File: config.mk
export PLATFORM = sky130hd
export DESIGN_NAME = mem_arbiter_2x1
export DESIGN_NICKNAME = d
export VERILOG_FILES = /design/src/rtl/mem_arbiter_2x1.sv
export SDC_FILE = /design/constraint.sdc
export NUM_CORES = 1
export LEC_CHECK = 0
export CAP_MARGIN = 10
export CELL_PAD_IN_SITES_DETAIL_PLACEMENT = 0
export CELL_PAD_IN_SITES_GLOBAL_PLACEMENT = 1
export CORE_ASPECT_RATIO = 2
export CORE_MARGIN = 2
export CORE_UTILIZATION = 13
export DETAILED_ROUTE_END_ITERATION = 7
export PLACE_DENSITY_LB_ADDON = 0.1
export SLEW_MARGIN = 15
export SYNTH_ARGS = -nofsm -noshare
export SYNTH_HDL_FRONTEND = slang
export SYNTH_SLANG_ARGS = --single-unit
File: constraint.sdc
create_clock -name clk -period 3.01 [get_ports clk]
set_input_delay 0.903 -clock clk [delete_from_list [all_inputs] [get_ports clk]]
set_output_delay 0.903 -clock clk [all_outputs]
set_load 0.05 [all_outputs]
File: src/rtl/mem_arbiter_2x1.sv
// Two-requester round-robin arbiter in front of a single memory port.
// It keeps one transaction outstanding and sends each response back to the port that issued it.
module mem_arbiter_2x1 #(
  parameter int p_nbits = 32
) (
  input  logic               clk,
  input  logic               rst,

  input  logic               req0_val,
  output logic               req0_rdy,
  input  logic               req0_type,
  input  logic [p_nbits-1:0] req0_addr,
  input  logic [p_nbits-1:0] req0_wdata,
  output logic               resp0_val,
  output logic [p_nbits-1:0] resp0_data,

  input  logic               req1_val,
  output logic               req1_rdy,
  input  logic               req1_type,
  input  logic [p_nbits-1:0] req1_addr,
  input  logic [p_nbits-1:0] req1_wdata,
  output logic               resp1_val,
  output logic [p_nbits-1:0] resp1_data,

  output logic               memreq_val,
  input  logic               memreq_rdy,
  output logic               memreq_type,
  output logic [p_nbits-1:0] memreq_addr,
  output logic [p_nbits-1:0] memreq_wdata,
  input  logic               memresp_val,
  input  logic [p_nbits-1:0] memresp_data,

  output logic               err_stray
);

  typedef enum logic [0:0] {
    IDLE = 1'b0,
    BUSY = 1'b1
  } state_t;

  state_t state_r, state_next_s;
  logic   owner_r, owner_next_s;
  logic   prio_r, prio_next_s;
  logic   err_stray_r, err_stray_next_s;
  logic   gnt_s;

  // Arbitration, handshakes, response routing and next-state logic
  always_comb begin
    state_next_s     = state_r;
    owner_next_s     = owner_r;
    prio_next_s      = prio_r;
    err_stray_next_s = err_stray_r;
    gnt_s            = prio_r;
    memreq_val       = 1'b0;
    req0_rdy         = 1'b0;
    req1_rdy         = 1'b0;
    resp0_val        = 1'b0;
    resp1_val        = 1'b0;
    case (state_r)
      IDLE: begin
        if (req0_val & ~req1_val) begin
          gnt_s = 1'b0;
        end else if (req1_val & ~req0_val) begin
          gnt_s = 1'b1;
        end else begin
          gnt_s = prio_r;
        end
        memreq_val = req0_val | req1_val;
        req0_rdy   = memreq_rdy & ~gnt_s;
        req1_rdy   = memreq_rdy & gnt_s;
        if (memreq_val & memreq_rdy) begin
          state_next_s = BUSY;
          owner_next_s = gnt_s;
          prio_next_s  = ~gnt_s;
        end else begin
          state_next_s = IDLE;
        end
        // A response with nothing outstanding is latched as an error
        if (memresp_val) begin
          err_stray_next_s = 1'b1;
        end else begin
          err_stray_next_s = err_stray_r;
        end
      end
      BUSY: begin
        if (memresp_val) begin
          resp0_val    = ~owner_r;
          resp1_val    = owner_r;
          state_next_s = IDLE;
        end else begin
          state_next_s = BUSY;
        end
      end
      default: begin
        state_next_s = IDLE;
      end
    endcase
  end

  // Request field mux: port 0 fields whenever port 1 is not the active grant
  always_comb begin
    if ((req0_val | req1_val) & gnt_s) begin
      memreq_type  = req1_type;
      memreq_addr  = req1_addr;
      memreq_wdata = req1_wdata;
    end else begin
      memreq_type  = req0_type;
      memreq_addr  = req0_addr;
      memreq_wdata = req0_wdata;
    end
  end

  assign resp0_data = memresp_data;
  assign resp1_data = memresp_data;
  assign err_stray  = err_stray_r;

  // State, owner, priority and sticky error registers
  always_ff @(posedge clk) begin
    if (rst) begin
      state_r     <= IDLE;
      owner_r     <= 1'b0;
      prio_r      <= 1'b0;
      err_stray_r <= 1'b0;
    end else begin
      state_r     <= state_next_s;
      owner_r     <= owner_next_s;
      prio_r      <= prio_next_s;
      err_stray_r <= err_stray_next_s;
    end
  end

endmodule

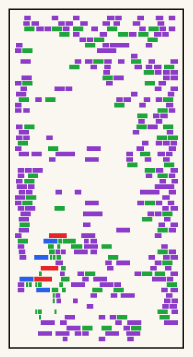
Figure 1: run 1, placement by cell class.
Drawn at 2 px/µm.
colour	class	cells	share of their area
blue	registers	4	2.0%
red	clock-net drivers	3	1.9%
green	remaining logic cells	90	29%
purple	remaining buffers and delay cells	226	67%
total non-filler cell area in the finished layout: 0.00419 mm²
core area: 0.0134 mm²

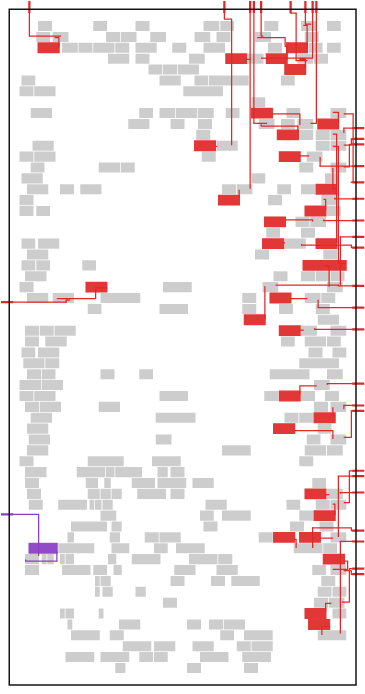
Figure 2: run 1, wires at chosen ports, followed through buffers.
Drawn at 4 px/µm.
colour	port	bits	direction	edge	end cells	buffers	wire
red	memreq_addr	32	output	22 right, 9 top, 1 left	32	32	675 µm
purple	err_stray	1	output	left	1	1	27.6 µm
number of I/O pins: 303
Port Buffers: 206

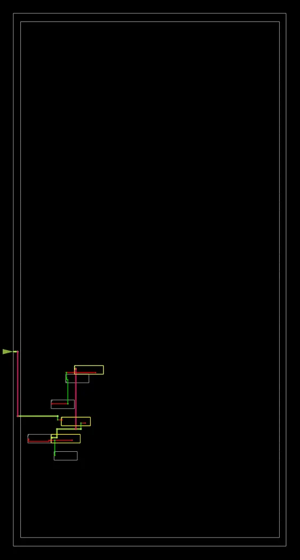
Figure 3: run 1, clock nets.
power of the clock network: 208 µW
Sinks on Clock Net: 4
Clock buffer cells: 3
Worst Clk Skew: 0.000948 ns
layout sequential cell count: 4

==> Flow_metrics.wiki, run 1 <==
=== Synthesis and place and route ===
{| class="wikitable"
! Metric !! Value
|-
| Run status || finished with violations
|-
| Violated checks || setup timing
|-
| Ratio of routed vias to standard cells || 3.73
|-
| Type of element capturing the critical path || output port
|-
| Clock transition at the register clock pins on the worst setup and hold paths after CTS || 0.03 ns
|-
| Clk_lat worst skew || 0.22 ns
|-
| Cell breakdown of the critical path || buf_8, buf_6, nor3b_4, a21oi_4, buf_12, buf_12, buf_16, mux2_4, buf_12
|-
| Startpoint of the worst register-to-register path || state_r
|-
| Arrival time reported for the critical path endpoint || around 2.3 ns
|-
| Power dissipated in combinational cells || 1.12 mW
|-
| Synth Instances || 166
|-
| Data required time of the critical path || 2.11 ns
|-
| CTS H-Tree Depth || 1
|-
| Synth Area in Compound Gates || 3.06%
|-
| Setup violations, final || 65
|-
| R2R Setup Slk || 1.85 ns
|-
| Biggest consumer || combinational cells
|-
| Total power per unit cell area || 332 mW/mm²
|-
| Avg Synthesized Cell Area || about 11 µm²
|-
| Number of antenna violations at the first check in global routing || 1
|-
| Clock buffers and inverters, area share || 1.79%
|-
| Number of stages on the worst hold path || 2
|-
| Max Cap Violations || 0
|-
| Startpoint of the tightest hold check path || err_stray
|-
| Global-route track usage on met1 || 9.29%
|-
| Internal power || 825 µW
|-
| Area share, top type || 42.6%
|-
| Largest logic family || multiplexers
|-
| Overall power of the completed layout || between 1 and 1.5 mW
|-
| Number of cells in the yosys synthesis report || around 170
|-
| Largest cells by area after synthesis || mux2_4 43%, buf_4 27%, mux2_2 9.6%
|-
| Net switching power of the design || 564 µW
|-
| Total CTS buffers || 3
|-
| Worst Max-Slew Pin Slew || 0.501 ns
|-
| Start-to-end type of the worst setup path || in -> out
|-
| Starting DRT DRC Count || 22
|-
| Number of gates resized after cts || 109
|-
| Iteration tally of the first detailed-router pass || 4
|-
| Min Hold Slack || ~0.46 ns
|-
| Logic depth of the worst register-to-register path || 4
|-
| Core Rows || 60
|-
| Simple share || 4.62%
|-
| Area growth from synthesis to final layout || 138%
|-
| Sequential fraction of the synthesis area || between 4 and 5%
|-
| Multi-input combinational cell area || around 0.0011 mm²
|-
| Met3 track demand over resource || 4.39%
|-
| Sequential power || roughly 63 µW
|-
| Vias in the first global route || 1860
|-
| Horizontal die dimension || between 80 and 90 µm
|-
| Yosys-reported design area after synthesis || 0.00176 mm²
|-
| Post-synth mux share || a little over half
|-
| Setup TNS || -7.45 ns
|-
| Global-route usage over all layers || 9.90%
|-
| Total Nets Final || 493
|-
| Total instance count after detailed placement || roughly 460
|-
| Ant diodes || 0
|-
| Cell type with the highest aggregate area in the netlist || mux2_4
|-
| Predominant post-synthesis flop cell || dfxtp_1
|-
| Max clock buf depth || 2
|-
| Post-synthesis cell type with the largest instance count || buf_4
|-
| Non-filler instance count after layout || 478
|-
| List of most frequent post-synthesis cells || 64 x buf_4, 50 x mux2_4, 15 x mux2_2
|-
| Path length in cells of the critical path || 9
|-
| # hold bufs at CTS || 0
|-
| Synthesized area || ~0.0018 mm²
|-
| Final ANT Viol Nets || 0
|-
| Share of the clock period used by the worst path || 105%
|-
| Most common cell after layout, fill and taps aside || clkdlybuf4s50_1
|-
| Routed metal-1 wire length || roughly 2300 µm
|-
| Combinational group share of total power || between 80% and 90%
|-
| Cell type group with the largest total delay on the critical path || buffers and inverters
|-
| Buffer cell driving the clock tree root || clkbuf_16
|-
| Register area || 80.1 µm²
|-
| Fraction of layout cells with a size suffix above 1 || 50.5%
|-
| Pin count of the biggest net entering global routing || 14
|-
| Xor-xnor portion of the synthesized cell area || 0%
|-
| Fin crit period || 3.16 ns
|-
| Sequential fraction of design power || roughly 4.6%
|-
| WL/cell || 16.3 µm
|-
| Remaining global-route overflow || 0
|-
| Worst path most repeated cell || buf_12
|-
| Combinational Gates || approximately 88
|-
| GPL Wtd Cong || 0.711
|-
| Uppermost signal routing layer after detailed routing || met5
|-
| Layout non-clock buf frac || 64.3%
|-
| Most utilized layer in the global route result || met2
|-
| Post-CTS repair timing setup buffer count || 7
|-
| Multi-input logic portion of the cell area || ~27%
|-
| Met3 wire len || around 1100 µm
|-
| Clock power frac || around 15%
|-
| Global-route wire length before repair || 10800 µm
|-
| Highest cell delay on the worst timing path || 0.31 ns
|-
| Buffer and inverter count on the worst path || 6
|-
| Final hold violation count || 0
|-
| Static Leak || about 1.9 nW
|-
| Filler cell count || 1373
|-
| Area of the die || 0.0145 mm²
|-
| Post-route DRC || 0
|-
| Placed wire-length estimate || slightly above 6000 µm
|-
| Global-route met2 utilization || 19.4%
|-
| Fraction of power spent switching nets || 40.6%
|-
| Net count entering floorplan || 334
|-
| IR Drop Worst-Case VDD || 0.000309 V
|-
| Post-placement cell area || between 0.003 and 0.004 mm²
|-
| Final Max-Slew Violation Tally || 0
|-
| Fin util || 31.3%
|-
| Worst setup path start || req0_val
|-
| CTS tree || yes
|-
| Highest-delay cell along the critical path || mux2_4
|-
| Destination of the worst hold path || err_stray
|-
| Dominant logic cell types in the final layout || 134 x clkdlybuf4s50_1, 65 x mux2_4, 40 x buf_6
|-
| Async S/R FF share, synth || 0%
|-
| Class of the tightest hold or removal check || reg -> reg
|-
| Number of ordinary inverters in the final layout || 2
|-
| Largest cell class || buffers
|-
| Die boundary height || 169 µm
|-
| Setup WS post-layout || -0.146 ns
|-
| Type of origin of the critical path || primary input
|-
| Tapcells || 155
|-
| Capture point of the worst path || memreq_wdata[18]
|-
| RSZ-0062 raised after global routing || true
|-
| Count of library flops with an enable pin || 0
|-
| Area fraction in full adders, half adders and majority gates || 0.569%
|}
==> run 2: changes to the inputs <==
--- a/config.mk
+++ b/config.mk
@@ -12,6 +12,7 @@
 export CORE_MARGIN = 2
 export CORE_UTILIZATION = 13
 export DETAILED_ROUTE_END_ITERATION = 7
+export HOLD_SLACK_MARGIN = 0.06
 export PLACE_DENSITY_LB_ADDON = 0.1
 export SLEW_MARGIN = 15
 export SYNTH_ARGS = -nofsm -noshare
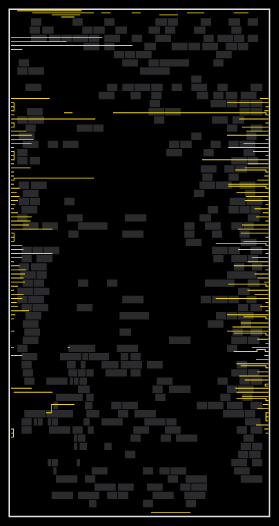
Figure 4: run 2, met3 routing.
Drawn at 3 px/µm.
nets with wire on the layer	144
longest straight run	50.8 µm
wire length on this layer	1050 µm
met3 track demand over resource: 4.39%
sum of routed wire length over all layers: 7800 µm
number of vias in the routed layout: 1784

==> run 2 against run 1 <==
The run still ends with setup timing left. Non-clock buffer count stayed put. Via count stayed put. Wire length stayed put. Combinational power hardly changed. Critical path type unchanged.
==> Flow_metrics.wiki, run 2 <==
=== Synthesis and place and route ===
{| class="wikitable"
! Metric !! Value
|-
| Run status || finished with violations
|-
| Violated checks || setup timing
|-
| Synthesized area || roughly 0.0018 mm²
|-
| Count of library flops with an enable pin || 0
|-
| Cell type with the highest aggregate area in the netlist || mux2_4
|-
| Combinational group share of total power || 80.5%
|-
| Most utilized layer in the global route result || met2
|-
| Largest logic family || multiplexers
|-
| Power of the clock network || 208 µW
|-
| R2R Setup Slk || 1.85 ns
|-
| Total non-filler cell area in the finished layout || 0.00419 mm²
|-
| Class of the tightest hold or removal check || reg -> reg
|-
| Vias in the first global route || 1860
|-
| Global-route usage over all layers || 9.90%
|-
| Destination of the worst hold path || err_stray
|-
| Largest cell class || buffers
|-
| Arrival time reported for the critical path endpoint || 2.25 ns
|-
| Die boundary height || 169 µm
|-
| Clock buffers and inverters, area share || 1.79%
|-
| Buffer and inverter count on the worst path || 6
|-
| Startpoint of the tightest hold check path || err_stray
|-
| Fraction of layout cells with a size suffix above 1 || 50.5%
|-
| Highest cell delay on the worst timing path || 0.31 ns
|-
| GPL Wtd Cong || 0.711
|-
| Layout sequential cell count || 4
|-
| Filler cell count || 1373
|-
| Register area || 80.1 µm²
|-
| Number of ordinary inverters in the final layout || 2
|-
| Pin count of the biggest net entering global routing || 14
|-
| CTS H-Tree Depth || 1
|-
| Simple share || 4.62%
|-
| Multi-input combinational cell area || 0.00114 mm²
|-
| Synth Instances || between 150 and 200
|-
| Overall power of the completed layout || 1.39 mW
|-
| Buffer cell driving the clock tree root || clkbuf_16
|-
| Post-synthesis cell type with the largest instance count || buf_4
|-
| Remaining global-route overflow || 0
|-
| Dominant logic cell types in the final layout || 134 x clkdlybuf4s50_1, 65 x mux2_4, 40 x buf_6
|-
| Non-filler instance count after layout || 478
|-
| Starting DRT DRC Count || 22
|-
| Xor-xnor portion of the synthesized cell area || 0%
|-
| Largest cells by area after synthesis || mux2_4 43%, buf_4 27%, mux2_2 9.6%
|-
| WL/cell || 16.3 µm
|-
| Ant diodes || 0
|-
| Net count entering floorplan || around 330
|-
| RSZ-0062 raised after global routing || true
|-
| Share of the clock period used by the worst path || 105%
|-
| IR Drop Worst-Case VDD || 0.000309 V
|-
| Setup violations, final || 65
|-
| Area growth from synthesis to final layout || 138%
|-
| Fin crit period || 3.16 ns
|-
| Multi-input logic portion of the cell area || 27.2%
|-
| Predominant post-synthesis flop cell || dfxtp_1
|-
| Net switching power of the design || 564 µW
|-
| CTS tree || yes
|-
| Setup WS post-layout || -0.146 ns
|-
| Min Hold Slack || 0.465 ns
|-
| Area share, top type || 42.6%
|-
| Clock transition at the register clock pins on the worst setup and hold paths after CTS || 0.03 ns
|-
| Highest-delay cell along the critical path || mux2_4
|-
| Sinks on Clock Net || 4
|-
| Async S/R FF share, synth || 0%
|-
| Final Max-Slew Violation Tally || 0
|-
| Global-route track usage on met1 || 9.29%
|-
| Global-route wire length before repair || 10800 µm
|}
==> run 3: changes to the inputs <==
--- a/config.mk
+++ b/config.mk
@@ -14,6 +14,7 @@
 export DETAILED_ROUTE_END_ITERATION = 7
 export HOLD_SLACK_MARGIN = 0.06
 export PLACE_DENSITY_LB_ADDON = 0.1
+export SKIP_LAST_GASP = 1
 export SLEW_MARGIN = 15
 export SYNTH_ARGS = -nofsm -noshare
 export SYNTH_HDL_FRONTEND = slang
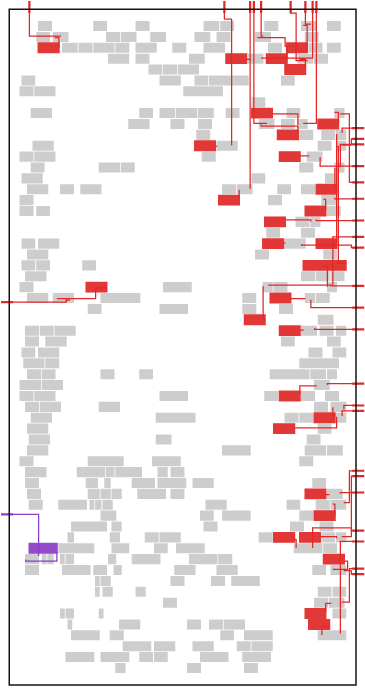
Figure 5: run 3, wires at chosen ports, followed through buffers.
Drawn at 4 px/µm.
colour	port	bits	direction	edge	end cells	buffers	wire
purple	err_stray	1	output	left	1	1	27.6 µm
red	memreq_addr	32	output	22 right, 9 top, 1 left	32	32	679 µm

==> run 3 against run 2 <==
The run still ends with setup timing left. Sequential share of layout area about the same. Critical path type unchanged. Clock skew is the same. Largest power group unchanged. Clock power about the same.
==> Flow_metrics.wiki, run 3 <==
=== Synthesis and place and route ===
{| class="wikitable"
! Metric !! Value
|-
| Overall power of the completed layout || 1.37 mW
|-
| Destination of the worst hold path || err_stray
|-
| Violated checks || setup timing
|-
| Post-synth mux share || 52.2%
|-
| Buffer and inverter count on the worst path || 6
|-
| Met3 track demand over resource || 4.44%
|-
| Register area || around 80 µm²
|-
| Buffer cell driving the clock tree root || clkbuf_16
|-
| Number of antenna violations at the first check in global routing || 1
|-
| Fraction of layout cells with a size suffix above 1 || 50.5%
|-
| Run status || finished with violations
|-
| Multi-input logic portion of the cell area || 27.4%
|-
| Vias in the first global route || 1849
|-
| Die boundary height || 169 µm
|-
| Post-synthesis cell type with the largest instance count || buf_4
|-
| Global-route track usage on met1 || 9.26%
|-
| Largest logic family || multiplexers
|-
| Arrival time reported for the critical path endpoint || 2.25 ns
|-
| Type of element capturing the critical path || output port
|-
| Startpoint of the worst register-to-register path || state_r
|-
| Layout sequential cell count || 4
|-
| Final ANT Viol Nets || 0
|-
| Most common cell after layout, fill and taps aside || clkdlybuf4s50_1
|-
| Count of library flops with an enable pin || 0
|-
| Synth Area in Compound Gates || 3.06%
|-
| Number of stages on the worst hold path || 2
|-
| Layout non-clock buf frac || ~64%
|-
| Capture point of the worst path || memreq_wdata[18]
|-
| Sum of routed wire length over all layers || 7760 µm
|-
| Combinational group share of total power || around four fifths
|-
| Clock power frac || 15.1%
|-
| Sequential power || 63.4 µW
|-
| Setup violations, final || 65
|-
| CTS H-Tree Depth || 1
|-
| Async S/R FF share, synth || 0%
|-
| Avg Synthesized Cell Area || 10.6 µm²
|-
| Multi-input combinational cell area || 0.00113 mm²
|-
| Final hold violation count || 0
|-
| Area of the die || 0.0145 mm²
|-
| RSZ-0062 raised after global routing || true
|-
| Share of the clock period used by the worst path || 105%
|-
| Worst setup path start || req0_val
|-
| Setup TNS || -7.85 ns
|-
| Largest cell class || buffers
|-
| IR Drop Worst-Case VDD || 0.000309 V
|-
| Met3 wire len || about 1100 µm
|-
| Tapcells || 155
|-
| CTS tree || yes
|-
| Ant diodes || 0
|-
| Sequential fraction of design power || 4.6%
|-
| Clock buffers and inverters, area share || 1.82%
|-
| Post-route DRC || 0
|-
| Sinks on Clock Net || 4
|-
| Synthesized area || 0.00176 mm²
|-
| Path length in cells of the critical path || 9
|-
| Class of the tightest hold or removal check || reg -> reg
|-
| Total non-filler cell area in the finished layout || 0.00413 mm²
|-
| Placed wire-length estimate || 6230 µm
|-
| Min Hold Slack || between 0.4 and 0.5 ns
|-
| Setup WS post-layout || -0.146 ns
|-
| Port Buffers || 206
|-
| Clock buffer cells || 3
|-
| Net count entering floorplan || 334
|-
| Cell breakdown of the critical path || buf_8, buf_6, nor3b_4, a21oi_4, buf_12, buf_12, buf_16, mux2_4, buf_12
|-
| Worst Max-Slew Pin Slew || 0.501 ns
|-
| Routed metal-1 wire length || approximately 2300 µm
|-
| Remaining global-route overflow || 0
|-
| Number of cells in the yosys synthesis report || 166
|-
| Post-placement cell area || 0.00352 mm²
|-
| Global-route met2 utilization || 19.2%
|-
| Starting DRT DRC Count || 18
|-
| Core Rows || 60
|-
| Fin crit period || 3.16 ns
|-
| Number of ordinary inverters in the final layout || 2
|-
| Yosys-reported design area after synthesis || 0.00176 mm²
|-
| Ratio of routed vias to standard cells || 3.71
|-
| Iteration tally of the first detailed-router pass || 4
|-
| Simple share || 4.62%
|-
| Number of vias in the routed layout || between 1.5k and 2k
|-
| Largest cells by area after synthesis || mux2_4 43%, buf_4 27%, mux2_2 9.6%
|-
| Total power per unit cell area || 332 mW/mm²
|-
| Highest-delay cell along the critical path || mux2_4
|-
| Highest cell delay on the worst timing path || 0.31 ns
|-
| Global-route wire length before repair || ~11000 µm
|-
| Power of the clock network || 208 µW
|-
| Max Cap Violations || 0
|-
| Logic depth of the worst register-to-register path || 4
|-
| Synth Instances || 166
|}
No activity file was given, so power comes from the tool's default toggle rates.
